===== src/rtl/shift_counter_gen.sv =====
// Shift-register sequence generator: Johnson (period 2*WIDTH) or ring (period WIDTH),
// with up/down stepping, checked parallel load, position index and wrap/error pulses.
//
//   state   | meaning
//   JOHNSON | q walks the thermometer sequence, seed 0...0, period 2*WIDTH
//   RING    | q rotates a single 1, seed 0...01, period WIDTH
module shift_counter_gen #(
  parameter int WIDTH = 4,
  localparam int IDX_W = $clog2(2*WIDTH)
) (
  input  logic             clk,
  input  logic             rst,
  input  logic             en,
  input  logic             mode,
  input  logic             dir,
  input  logic             load,
  input  logic [WIDTH-1:0] load_val,
  output logic [WIDTH-1:0] q,
  output logic [IDX_W-1:0] idx,
  output logic             wrap,
  output logic             err
);

  typedef enum logic {JOHNSON = 1'b0, RING = 1'b1} mode_t;

  localparam logic [IDX_W-1:0] J_LAST = IDX_W'(2*WIDTH - 1);
  localparam logic [IDX_W-1:0] R_LAST = IDX_W'(WIDTH - 1);
  localparam logic [WIDTH-1:0] R_SEED = WIDTH'(1);

  mode_t            mode_q, mode_d, mode_sel;
  logic [WIDTH-1:0] q_d;
  logic [IDX_W-1:0] idx_d, last;
  logic             wrap_d, err_d;
  logic             legal;
  logic [IDX_W-1:0] load_idx;

  function automatic int popcount(input logic [WIDTH-1:0] v);
    int p = 0;
    for (int i = 0; i < WIDTH; i++) if (v[i]) p++;
    return p;
  endfunction

  // A Johnson pattern is a (possibly empty) run of ones at one end: at most one bit change.
  function automatic logic johnson_legal(input logic [WIDTH-1:0] v);
    int t = 0;
    for (int i = 0; i < WIDTH-1; i++) if (v[i] != v[i+1]) t++;
    return (t <= 1);
  endfunction

  function automatic logic [IDX_W-1:0] johnson_idx(input logic [WIDTH-1:0] v);
    int p = popcount(v);
    if (v[0])        return IDX_W'(p);
    else if (p == 0) return '0;
    else             return IDX_W'(2*WIDTH - p);
  endfunction

  function automatic logic [IDX_W-1:0] ring_idx(input logic [WIDTH-1:0] v);
    logic [IDX_W-1:0] r = '0;
    for (int i = 0; i < WIDTH; i++) if (v[i]) r = IDX_W'(i);
    return r;
  endfunction

  always_ff @(posedge clk or negedge rst) begin
    if (!rst) begin
      mode_q <= JOHNSON;
      q      <= '0;
      idx    <= '0;
      wrap   <= 1'b0;
      err    <= 1'b0;
    end else begin
      mode_q <= mode_d;
      q      <= q_d;
      idx    <= idx_d;
      wrap   <= wrap_d;
      err    <= err_d;
    end
  end

  always_comb begin
    mode_sel = mode ? RING : JOHNSON;
    mode_d   = mode_q;
    q_d      = q;
    idx_d    = idx;
    wrap_d   = 1'b0;
    err_d    = 1'b0;
    last     = (mode_q == RING) ? R_LAST : J_LAST;

    // Load legality follows the requested mode, not the current one.
    if (mode_sel == RING) begin
      legal    = (popcount(load_val) == 1);
      load_idx = ring_idx(load_val);
    end else begin
      legal    = johnson_legal(load_val);
      load_idx = johnson_idx(load_val);
    end

    if (load) begin
      if (legal) begin
        q_d    = load_val;
        idx_d  = load_idx;
        mode_d = mode_sel;
      end else begin
        err_d = 1'b1;
      end
    end else if (mode_sel != mode_q) begin
      mode_d = mode_sel;
      q_d    = (mode_sel == RING) ? R_SEED : '0;
      idx_d  = '0;
    end else if (en) begin
      if (mode_q == RING)
        q_d = dir ? {q[0], q[WIDTH-1:1]} : {q[WIDTH-2:0], q[WIDTH-1]};
      else
        q_d = dir ? {~q[0], q[WIDTH-1:1]} : {q[WIDTH-2:0], ~q[WIDTH-1]};
      if (dir) idx_d = (idx == '0)  ? last : idx - 1'b1;
      else     idx_d = (idx == last) ? '0  : idx + 1'b1;
      wrap_d = (idx_d == '0);
    end
  end

endmodule


===== config.mk =====
export PLATFORM = sky130hd
export DESIGN_NAME = shift_counter_gen
export DESIGN_NICKNAME = d
export VERILOG_FILES = /design/src/rtl/shift_counter_gen.sv
export SDC_FILE = /design/constraint.sdc
export NUM_CORES = 1
export LEC_CHECK = 0
export ABC_CLOCK_PERIOD_IN_PS = 1950
export CAP_MARGIN = 10
export CORE_ASPECT_RATIO = 1.5
export CORE_MARGIN = 2
export CORE_UTILIZATION = 25
export CTS_CLUSTER_SIZE = 28
export DETAILED_ROUTE_END_ITERATION = 7
export REMOVE_ABC_BUFFERS = 1
export SYNTH_ARGS = -nofsm -noshare
export SYNTH_HDL_FRONTEND = slang
export SYNTH_SLANG_ARGS = --single-unit

===== constraint.sdc =====
create_clock -name clk -period 1.95 [get_ports clk]
set_input_delay 0.39 -clock clk [delete_from_list [all_inputs] [get_ports clk]]
set_output_delay 0.39 -clock clk [all_outputs]
set_load 0.02 [all_outputs]

Figure 1. Routed metal per tile.
The bar under the picture is 20 um long. The die is cut into 11 by 16 equal tiles; dark blue is low, red is high, scaled to the fullest tile. Values are wire area over tile area, all layers added.
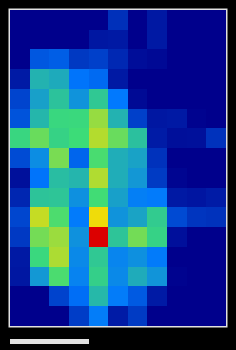
The mean over all tiles is 0.11. The densest ninth of the die: centre. The emptiest ninth of the die: upper right. The fullest tile reaches 0.54. 34% of the tiles are nearly empty. 9.7% of the tiles are over half the peak.

Figure 2. Ports around the boundary.
The bar under the picture is 20 um long. Pins as bars across the die edge, other pins in grey.
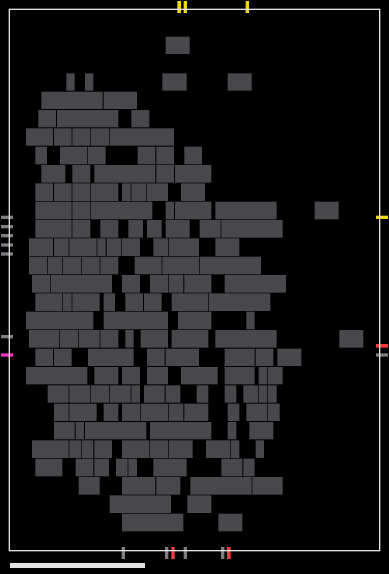
Key: yellow = `q` [pins 4, direction output, edge 3 top, 1 right]; magenta = `en` [pins 1, direction input, edge left]; red = `idx` [pins 3, direction output, edge 2 bottom, 1 right]

Figure 3. Signal wires on met1.
The bar under the picture is 20 um long.
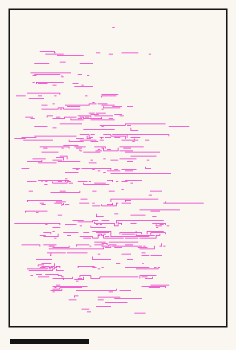
The longest straight run is 15.2 um. 165 nets have wire on it.

Figure 4. Register map, names as in the netlist.
The bar under the picture is 20 um long.
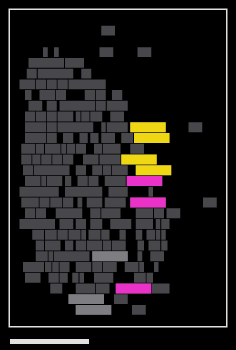
Key: yellow = `q` [sequential cells 4]; magenta = `idx` [sequential cells 3]
Another 3 sequential cells are not coloured.

==> changes_impl.md <==
### Implementation results

* Status: complete, but fails checks
* Failing checks: negative setup slack
* Post-synthesis cell area at 963.4 um2
* Total power at 1.354 mW
* Seq pwr share at 23.2%
* Tapcells at 43
* Gr ovfl total at 0
* Vias in the first global route at around 1.2k
* Nature of the critical path startpoint: primary input
* Post-Syn Area per Cell at 9.445 um2
* Fmax at ~450 MHz
* Placed cells at between 150 and 200
* Slew Limit Fails at 0
* Comb pwr share at around three fifths
* Seq/Total Area, Yosys at about a quarter
* Final TNS setup at -2.057 ns
* Top Layout Cells: buf_4 (37), clkdlybuf4s50_1 (14), dfrtp_1 (10)
* Antenna violations before repair at 0
* Pleak at 0.8187 nW
* Delay-heaviest family, CP: adder cells
* R2R Setup Slk at 0.24 ns
* Final Cell Area at 1787 um2
* Yosys chip area at approximately 960 um2
* Top Consumer: combinational logic
* Simple share at 17.14%
* Origin of the critical flop-to-flop path: idx[1]
* Top cell excl fill/tap: buf_4
* Num rows at 27
* # fillers at around 320
* CTS root buf: clkbuf_8
* Fin crit share at 115.2%
* Via/cell ratio at 4.885
* Number of I/O port buffers at 18
* Largest net degree at the start of global routing at 11
* Cell Chain, Critical Path: buf_8, inv_4, ha_4, xor2_4, ha_4, nand2_2, a21boi_4, ha_2, a311oi_4, nor2_4, mux2_4
* First-pass GRT wire length at between 4000 and 5000 um
* Final Util at 48.52%
* Pre-Place Util at between 20% and 30%
* Asr flop ratio synth at 100.0%
* Die area at 4376 um2
* DRC Markers at 0
* Latency at later pin at 0.23 ns
* I/O pin cnt at 19
* Die height at 80.03 um
* Pre-antenna DRT Iters at 4
* Switch share at 35.64%
* Adder Area Share at roughly 14%
* Die X at around 55 um
* Worst Path Max Fanout at 7
* VDD IR-drop max at about 0.43 mV
* Ys cells at between 100 and 150
* GR Util All Layers at 15.56%
* Top FF cell, synth: dfrtp_1
* Capturing point of the worst reg2reg path: idx[2]
* Clock slew at reported path FFs at 0.05 ns
* Setup violators final at 9
* Crit Path Class: in2reg
* Register area at approximately 250 um2
* Core Region at about 3700 um2
* Clock buffer count from CTS at 3
* Most Frequent Cell on Critical Path: ha_4
* Internal power at 0.8715 mW
* Hold Crit Class: in2async
* Worst endpoint required time at 2.06 ns
* CP bufs+invs at 2
* CTS resizes at between 50 and 60
* Slew HR at 70.91%
* WHS at 0.4708 ns
* Post-Synthesis Cells at ~100
* Combinational power at approximately 0.8 mW
* Post-layout min period at 2.247 ns
* Worst setup slack after layout at -0.2969 ns
* Hold Buf Count CTS at 0
* R2R cell count at 7
* Setup WS pre-CTS at -1.185 ns
* End of the critical path: q[2]
* Crit end category: flip-flop
* Wire length per cell at approximately 14 um
* Placed cell areas at between 1000 and 1500 um2
* Non-clock buffers, area share at a little under a third
* Vias at 1016
* Clock Tree Buf Depth at 2
* Final ANT Viol Nets at 0
* Setup repair bufs after CTS at 19
* Clk_skew at 0.0005304 ns
* Clock buf/inv share at just over 3%
* PwrDens at 757.9 nW/um2
* Inverters excl. clock at 10
==> layer usage <==
metal,vias up,global-route usage [%],share of wire [%]
li1,487,-,-
met1,497,12.84,34
met2,22,31.07,61
met3,10,1.873,1.9
met4,0,9.750,3.6
met5,-,0,0
==> cell usage after synthesis, types with 4 or more instances <==
cell type	count	area (um2)
dfrtp_1	10	250.2
ha_1	11	137.6
inv_1	10	37.54
mux2_4	6	90.09
mux2i_1	5	50.05
nand2_1	8	30.03
nor2_1	5	18.77
o22ai_1	4	25.02
==> registers in the layout (all words and copies together) (netlist names) <==
| name | count |
|---|---|
| idx | 3 |
| mode_q | 1 |
| err | 1 |
| wrap | 1 |
| q | 4 |
Power is estimated from default activity; no workload was simulated.
